`config.mk`:
```
export PLATFORM = sky130hd
export DESIGN_NAME = load_store_unit
export DESIGN_NICKNAME = d
export VERILOG_FILES = /design/src/rtl/load_store_unit.sv
export SDC_FILE = /design/constraint.sdc
export NUM_CORES = 1
export LEC_CHECK = 0
export ABC_AREA = 1
export ABC_CLOCK_PERIOD_IN_PS = 1760
export CAP_MARGIN = 25
export CORE_AREA = 2 2 118 120
export DETAILED_ROUTE_END_ITERATION = 10
export DIE_AREA = 0 0 120 122
export PLACE_DENSITY = 0.75
export SLEW_MARGIN = 20
export SYNTH_ARGS = -nofsm -noshare
export SYNTH_HDL_FRONTEND = slang
export SYNTH_SLANG_ARGS = --single-unit
```
`constraint.sdc`:
```
create_clock -name clk -period 1.76 [get_ports clk]
set_input_delay 0.176 -clock clk [delete_from_list [all_inputs] [get_ports clk]]
set_output_delay 0.176 -clock clk [all_outputs]
set_load 0.005 [all_outputs]
```
`src/rtl/load_store_unit.sv`:
```
// Memory-access stage: word-indexed loads, read-modify-write sub-word stores.
// Optional misalignment trap enabled by defining LSU_MISALIGN_TRAP_EN.
module load_store_unit #(
   parameter int MEM_WORDS = 4,
   parameter int RD_LAT    = 1
) (
   input  logic        clk,
   input  logic        reset,
   input  logic        req_valid,
   output logic        req_ready,
   input  logic        req_write,
   input  logic [1:0]  req_size,
   input  logic        req_signed,
   input  logic [31:0] req_addr,
   input  logic [31:0] req_wdata,
   output logic        resp_valid,
   output logic [31:0] resp_rdata,
   output logic        resp_fault,
   output logic        memRead,
   output logic        memWrite,
   output logic [31:0] memAddress,
   output logic [31:0] memDataIn,
   input  logic [31:0] memDataOut
);

   localparam logic [1:0] IDLE = 2'd0;
   localparam logic [1:0] RD   = 2'd1;
   localparam logic [1:0] WR   = 2'd2;
   localparam logic [1:0] RESP = 2'd3;

   localparam int CW = (RD_LAT > 1) ? $clog2(RD_LAT) : 1;
   localparam logic [CW-1:0] CNT_LAST = CW'(RD_LAT - 1);

   logic [1:0]    state;
   logic [CW-1:0] cnt;
   logic          wr_q;
   logic          sgn_q;
   logic [1:0]    size_q;
   logic [1:0]    off_q;
   logic [15:0]   wdata_q;

   logic          accept;
   logic          in_byte;
   logic          in_half;
   logic          in_word;
   logic [1:0]    off_in;
   logic [31:0]   idx_in;
   logic [4:0]    sh;
   logic [31:0]   mask;
   logic [31:0]   ins;
   logic [31:0]   merged;
   logic [7:0]    lb;
   logic [15:0]   lh;
   logic [31:0]   loaded;

   assign req_ready  = (state == IDLE) & ~reset;
   assign memRead    = (state == RD);
   assign memWrite   = (state == WR);
   assign resp_valid = (state == RESP);
   assign accept     = req_valid & req_ready;

   assign in_byte = (req_size == 2'b00);
   assign in_half = (req_size == 2'b01);
   assign in_word = req_size[1];
   assign idx_in  = 32'(req_addr[31:2]) & 32'(MEM_WORDS - 1);

`ifdef LSU_MISALIGN_TRAP_EN
   logic fault_q;
   logic misalign;
   assign off_in     = req_addr[1:0];
   assign misalign   = (in_half & req_addr[0])
                     | (in_word & (|req_addr[1:0]));
   assign resp_fault = fault_q & (state == RESP);
`else
   assign off_in     = in_byte ? req_addr[1:0]
                     : in_half ? {req_addr[1], 1'b0}
                     : 2'b00;
   assign resp_fault = 1'b0;
`endif

   // Lane shift shared by the store merge and load extraction
   assign sh   = {off_q, 3'b000};
   assign mask = (size_q == 2'b00) ? (32'h0000_00FF << sh)
                                   : (32'h0000_FFFF << sh);
   assign ins  = (size_q == 2'b00) ? (32'(wdata_q[7:0]) << sh)
                                   : (32'(wdata_q) << sh);
   assign merged = (memDataOut & ~mask) | (ins & mask);

   assign lb = 8'(memDataOut >> sh);
   assign lh = 16'(memDataOut >> sh);

   always_comb begin
      loaded = memDataOut;
      if (size_q == 2'b00)
         loaded = sgn_q ? {{24{lb[7]}}, lb} : {24'd0, lb};
      else if (size_q == 2'b01)
         loaded = sgn_q ? {{16{lh[15]}}, lh} : {16'd0, lh};
   end

   always_ff @(posedge clk) begin
      if (reset) begin
         state      <= IDLE;
         cnt        <= '0;
         wr_q       <= 1'b0;
         sgn_q      <= 1'b0;
         size_q     <= 2'b00;
         off_q      <= 2'b00;
         wdata_q    <= 16'd0;
         memAddress <= 32'd0;
         memDataIn  <= 32'd0;
         resp_rdata <= 32'd0;
`ifdef LSU_MISALIGN_TRAP_EN
         fault_q    <= 1'b0;
`endif
      end else begin
         case (state)
            IDLE: begin
               if (accept) begin
                  wr_q       <= req_write;
                  sgn_q      <= req_signed;
                  size_q     <= req_size;
                  off_q      <= off_in;
                  wdata_q    <= req_wdata[15:0];
                  memAddress <= idx_in;
                  resp_rdata <= 32'd0;
                  cnt        <= '0;
`ifdef LSU_MISALIGN_TRAP_EN
                  fault_q    <= misalign;
                  if (misalign)
                     state <= RESP;
                  else
`endif
                  if (req_write && in_word) begin
                     memDataIn <= req_wdata;
                     state     <= WR;
                  end else begin
                     state <= RD;
                  end
               end
            end
            RD: begin
               if (cnt == CNT_LAST) begin
                  if (wr_q) begin
                     memDataIn <= merged;
                     state     <= WR;
                  end else begin
                     resp_rdata <= loaded;
                     state      <= RESP;
                  end
               end else begin
                  cnt <= cnt + 1'b1;
               end
            end
            WR:      state <= RESP;
            RESP:    state <= IDLE;
            default: state <= IDLE;
         endcase
      end
   end

endmodule

```
==> run_1/clock_wires.png <==
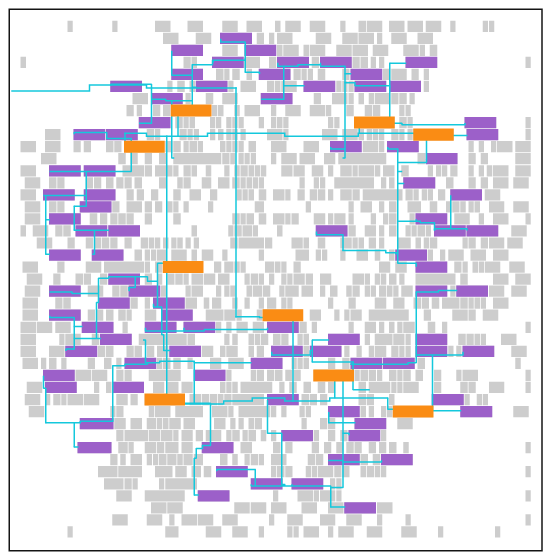
Key: clock-net drivers = orange [count 9]; flip-flops = purple [count 90]; clock wires = cyan [length 1230 µm]
There are 10 routed clock nets.
clock skew: 0.006286 ns
clk_lat worst skew: 0.35 ns
P_clk: 2.29 mW
clock share of power: 19.5%

==> run_1/ff_map.png <==
The bar under the picture is 20 µm long. Other sequential cells in the stronger gray, the rest of the logic in the fainter gray.
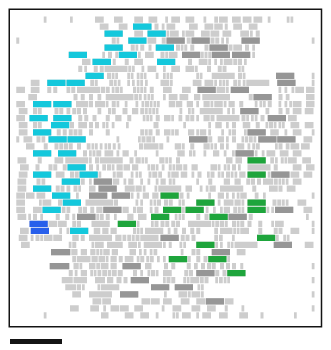
Key: `wdata_q` = green [sequential cells 16]; `memAddress` = blue [sequential cells 2]; `resp_rdata` = cyan [sequential cells 32]
Another 40 sequential cells are not colored.
Seq area share: 24.35%
Final Util: 54.88%
storage element area: 0.001804 mm²
P_seq: 3.14 mW

==> changes_impl.md, run 1 <==
### Physical design

* Met3 Wirelength at 1394 µm
* Maximum VDD drop at 786.0 µV
* Fin crit period at approximately 1.7 ns
* Dpl cells at 1106
* Top Registers: memDataIn x32, resp_rdata x32, wdata_q x16
* DRT iter0 DRCs at ~520
* #FFs+latches synth at 90
* Final slew viol count at 0
* Met2 routed WL at 8662 µm
* Design Power at around 12 mW
* Nets@finish at around 1100
* Post-synth seq share at between 30 and 40%
* Outcome: complete, no violations
* Fmax at around 580 MHz
* Worst Setup End Kind: register
* Most numerous logic cells after layout: 211 x nand2_1, 143 x clkdlybuf4s50_1, 136 x a21oi_1
* Routed len/inst at between 15 and 20 µm
* Grt peak-use layer: met2
* Leakage dissipation at 3.072 nW
* Fin cells at between 1000 and 1500
* Synth warn at 0
* Fin. Hold Viols at 0
* Global-route met2 utilization at a little under two fifths
* Area grow syn2layout at 42.52%
* Routed Antenna Nets at 0
* Clock Path Buffers at 2
* DIE WIDTH at 120 µm
* Syn Inst Count at between 800 and 900
* Chip Footprint at 0.01464 mm²
* H-tree Lvls at 3
* Core footprint at roughly 0.014 mm²
* First-pass GRT wire length at 26460 µm
* DPL Wire Length at approximately 13000 µm
* Final setup fails at 0
* Vias in the first global route at 5213
* Hold Buf Count CTS at 0
* Largest net degree at the start of global routing at just under 70
* RSZ-0062 raised after global routing: true
* Routability congestion estimate at roughly 0.9
* Max-capacitance violation count at 0
* Post-Route M1 WL at about 7700 µm
* Port bufs at 144
* FP Core Util at about 39%
* TritonRoute pass-1 iters at 5
* Cycle use final at just under 100%
* Tool warning count at 59
* Synth cell types at 30
==> run_1/clock_nets.png <==
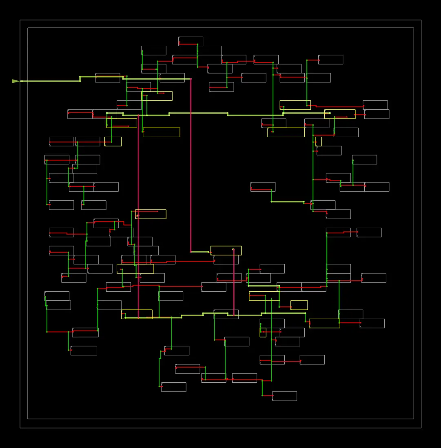
clk sink count: 90
Num CTS Buffers: 9
layout clock buffer count: 11
flop count: 90

run 1: synthesized netlist by cell type:
cell	instances	share of area [%]
nand2_1	212	15
a21oi_1	138	13
dfxtp_1	90	35
inv_1	73	5.3
nand3_1	39	3.8
o21ai_1	39	3.8
buf_4	34	4.9
o211ai_1	31	4.5
nor2_1	28	2.0
o21ai_0	28	2.7
clkbuf_1	26	1.9
buf_2	19	1.8
inv_2	9	0.65
ha_1	5	1.2
a31oi_1	4	0.48
o22ai_1	4	0.48
a21oi_2	3	0.51
nand2_2	3	0.36
nor2_2	3	0.36
nor3_1	3	0.29
nand3_2	2	0.39
a211oi_1	1	0.14
buf_1	1	0.072
buf_6	1	0.22
clkinv_1	1	0.072
conb_1	1	0.072
nand2_4	1	0.22
nor2_4	1	0.22
o21ai_4	1	0.31
o31ai_1	1	0.14
run 1: final timing paths:
check,from,endpoint,slack (ns),cells past startpoint
worst max-delay path,off_q[0]$_SDFFE_PP0P_,memDataIn[19]$_SDFFE_PP0P_,0.03,7
worst min-delay path,req_addr[3],memAddress[1]$_SDFFE_PP0P_,0.38,3
worst max register to register,off_q[0]$_SDFFE_PP0P_,memDataIn[19]$_SDFFE_PP0P_,0.03,7
worst min register to register,wdata_q[15]$_SDFFE_PP0P_,wdata_q[15]$_SDFFE_PP0P_,0.46,2
run 1: kinds of logic (layout without fill, tap and decap cells):
group / count (synthesis) / after routing / synth area share (%)
buffers and inverters: 164 / 288 / 14.89
flip-flops: 90 / 90 / 34.65
adder cells (fa/ha/maj): 5 / 5 / 1.203
AND-OR/OR-AND: 250 / 250 / 26.28
AND/OR/NAND/NOR: 292 / 292 / 22.91
other: 1 / 31 / 0.07212
run 1: power by group:
| group | switching, mW | internal, mW | total [mW] |
|---|---|---|---|
| clock network | 0.832 | 1.46 | 2.29 |
| registers | 0.393 | 2.75 | 3.14 |
| logic | 3.23 | 3.07 | 6.31 |
| total | 4.46 | 7.29 | 11.7 |
run 1: worst max-delay path, cell delays in order, from the launching register on:
cell and delay, ns:
dfxtp_1 0.38, buf_4 0.22, nand2_2 0.17, o21ai_4 0.30, clkbuf_2 0.22, o211ai_1 0.12, nand3_1 0.12, a21oi_1 0.07
run 1: final cells by class:
cell class / count / share of cell area (%)
inverters: 83 / 4.204
multi-input cells: 578 / 37.57
clock inverters: 5 / 1.351
repair buffers: 189 / 26.08
clock buffers: 11 / 3.410
well taps: 180 / 3.039
flip-flops and latches: 90 / 24.35
run 1: stage by stage:
| stage | TNS, ns | area (µm²) | hold WS [ns] | worst slack [ns] | utilization (%) |
|---|---|---|---|---|---|
| after floorplan | 0 | 5313 | 0.2545 | 0.1507 | - |
| after global placement | 0 | 6799 | 0.4384 | 0.06105 | 50.35 |
| after detailed placement | 0 | 6799 | 0.4449 | 0.03840 | 50.35 |
| after CTS | 0 | 7186 | 0.3698 | 0.04443 | 53.21 |
| after global routing | -0.3102 | 7411 | 0.4201 | -0.03955 | 54.88 |
| final | 0 | 7411 | 0.3797 | 0.03319 | 54.88 |
run 1: timing repair:
action,4_1_cts,5_1_grt
gates cloned,0,7
setup endpoints to repair,2,71
pin swaps,1,4
resized,9,10
buffers inserted,2,5
==> run 2, diff against run 1 <==
--- a/config.mk
+++ b/config.mk
@@ -9,6 +9,7 @@
 export ABC_CLOCK_PERIOD_IN_PS = 1760
 export CAP_MARGIN = 25
 export CORE_AREA = 2 2 118 120
+export CTS_CLUSTER_DIAMETER = 120
 export DETAILED_ROUTE_END_ITERATION = 10
 export DIE_AREA = 0 0 120 122
 export PLACE_DENSITY = 0.75
==> run_2/sizing.png <==
The bar under the picture is 20 µm long.
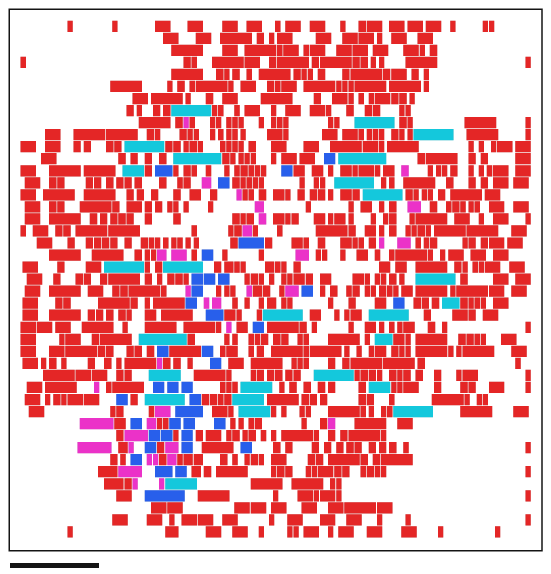
Key: x3 and x4 = blue [cells 38, share 4.0%]; x6 and larger = cyan [cells 26, share 2.7%]; x1 and smaller = red [cells 857, share 90%]; x2 = magenta [cells 35, share 3.7%]

==> changes_impl.md, run 2 <==
### Physical design

* Reg2reg setup slack at 0.03 ns (about the same)
* Design Power at 11.74 mW (unchanged)
* DP Area at 0.006799 mm² (unchanged)
* Core footprint at 0.01350 mm² (unchanged)
* Top Registers: memDataIn x32, resp_rdata x32, wdata_q x16 (unchanged)
* Biggest area consumer among synthesized cells: dfxtp_1 (unchanged)
* CP max stage cell: dfxtp_1 (unchanged)
* DRT iter0 DRCs at 516 (unchanged)
* Crit Reg-Reg Startpoint: off_q[0]$_SDFFE_PP0P_ (unchanged)
* Fin cells at 1136 (unchanged)
* Chip Footprint at 0.01464 mm² (unchanged)
* Outcome: complete, no violations (unchanged)
* Final slew viol count at 0 (unchanged)
* Final setup fails at 0 (unchanged)
* Setup slack at placement at 0.03840 ns (unchanged)
* TritonRoute pass-1 iters at 5 (unchanged)
* Routability congestion estimate at 0.9012 (unchanged)
* Routed Antenna Nets at 0 (unchanged)
* DIE WIDTH at 120 µm (unchanged)
* Storage element area at 0.001804 mm² (unchanged)
* Num CTS Buffers at 9 (unchanged)
* Cycle use final at 98.11% (unchanged)
* Crit path cell chain: buf_4 > nand2_2 > o21ai_4 > clkbuf_2 > o211ai_1 > nand3_1 > a21oi_1 (unchanged)
* Max-capacitance violation count at 0 (unchanged)
* Port bufs at 144 (unchanged)
* Post-synth ARST share at 0% (unchanged)
* Final worst setup slack at 0.03319 ns (unchanged)
* Top cells, area: dfxtp_1 35%, nand2_1 15%, a21oi_1 13% (unchanged)
* Dpl cells at 1106 (unchanged)
* Leakage dissipation at 3.072 nW (unchanged)
* Global-route met2 utilization at 38.25% (unchanged)
* WHS at 0.3797 ns (unchanged)
* FP Core Util at 38.51% (unchanged)
* H-tree Lvls at 3 (unchanged)
* Fin. Hold Viols at 0 (unchanged)
## run 2: worst min-delay path by stage
stage                                   startpoint                    endpoint  slack, ns  cells past startpoint
after floorplan                              reset      size_q[1]$_SDFFE_PP0P_       0.25                      1
after global placement    wdata_q[15]$_SDFFE_PP0P_    wdata_q[15]$_SDFFE_PP0P_       0.44                      2
after detailed placement  wdata_q[15]$_SDFFE_PP0P_    wdata_q[15]$_SDFFE_PP0P_       0.44                      2
after CTS                              req_addr[3]  memAddress[1]$_SDFFE_PP0P_       0.37                      3
after global routing                   req_addr[3]  memAddress[1]$_SDFFE_PP0P_       0.42                      3
final                                  req_addr[3]  memAddress[1]$_SDFFE_PP0P_       0.38                      3
## run 2: where the power goes
part	leakage, nW	switching (mW)	internal, mW
combinational	2.16	3.23	3.07
clock	0.176	0.832	1.46
sequential	0.737	0.393	2.75
## run 2: cells by family after synthesis
kind of cell | Yosys count | synth area share, %
DFF | 90 | 34.65
adders and majority gates | 5 | 1.203
other | 1 | 0.07212
and+or+nand+nor | 292 | 22.91
buffers and inverters | 164 | 14.89
AOI/OAI and AO/OA | 250 | 26.28
## run 2: layout make-up
type,count,area share [%]
Clock buffer,11,3.410
Tap cell,180,3.039
Multi-Input combinational cell,578,37.57
Sequential cell,90,24.35
Timing Repair Buffer,189,26.08
Inverter,83,4.204
Clock inverter,5,1.351
## run 2: timing repair
item | in CTS | in global routing
pin swaps | 1 | 4
cloned | 0 | 7
gates resized | 9 | 10
endpoints found under the setup margin | 2 | 71
hold buffers | 0 | 0
endpoints found under the hold margin | 0 | 0
buffers inserted | 2 | 5
## run 2: worst max-delay path: cells and delay by family (launching register included)
family / cells / cell delay [ns]
compound gates: 3 / 0.49
simple gates: 2 / 0.29
flops: 1 / 0.38
buf+inv: 2 / 0.44
## run 2: layer usage
metal | vias to the layer above | share of wire [%]
met5 | - | 0
met2 | 243 | 48
met1 | 2613 | 42
met4 | 0 | 2.3
met3 | 32 | 7.7
li1 | 2869 | -
Power figures rest on the tool's default switching activity, not on a simulated workload.
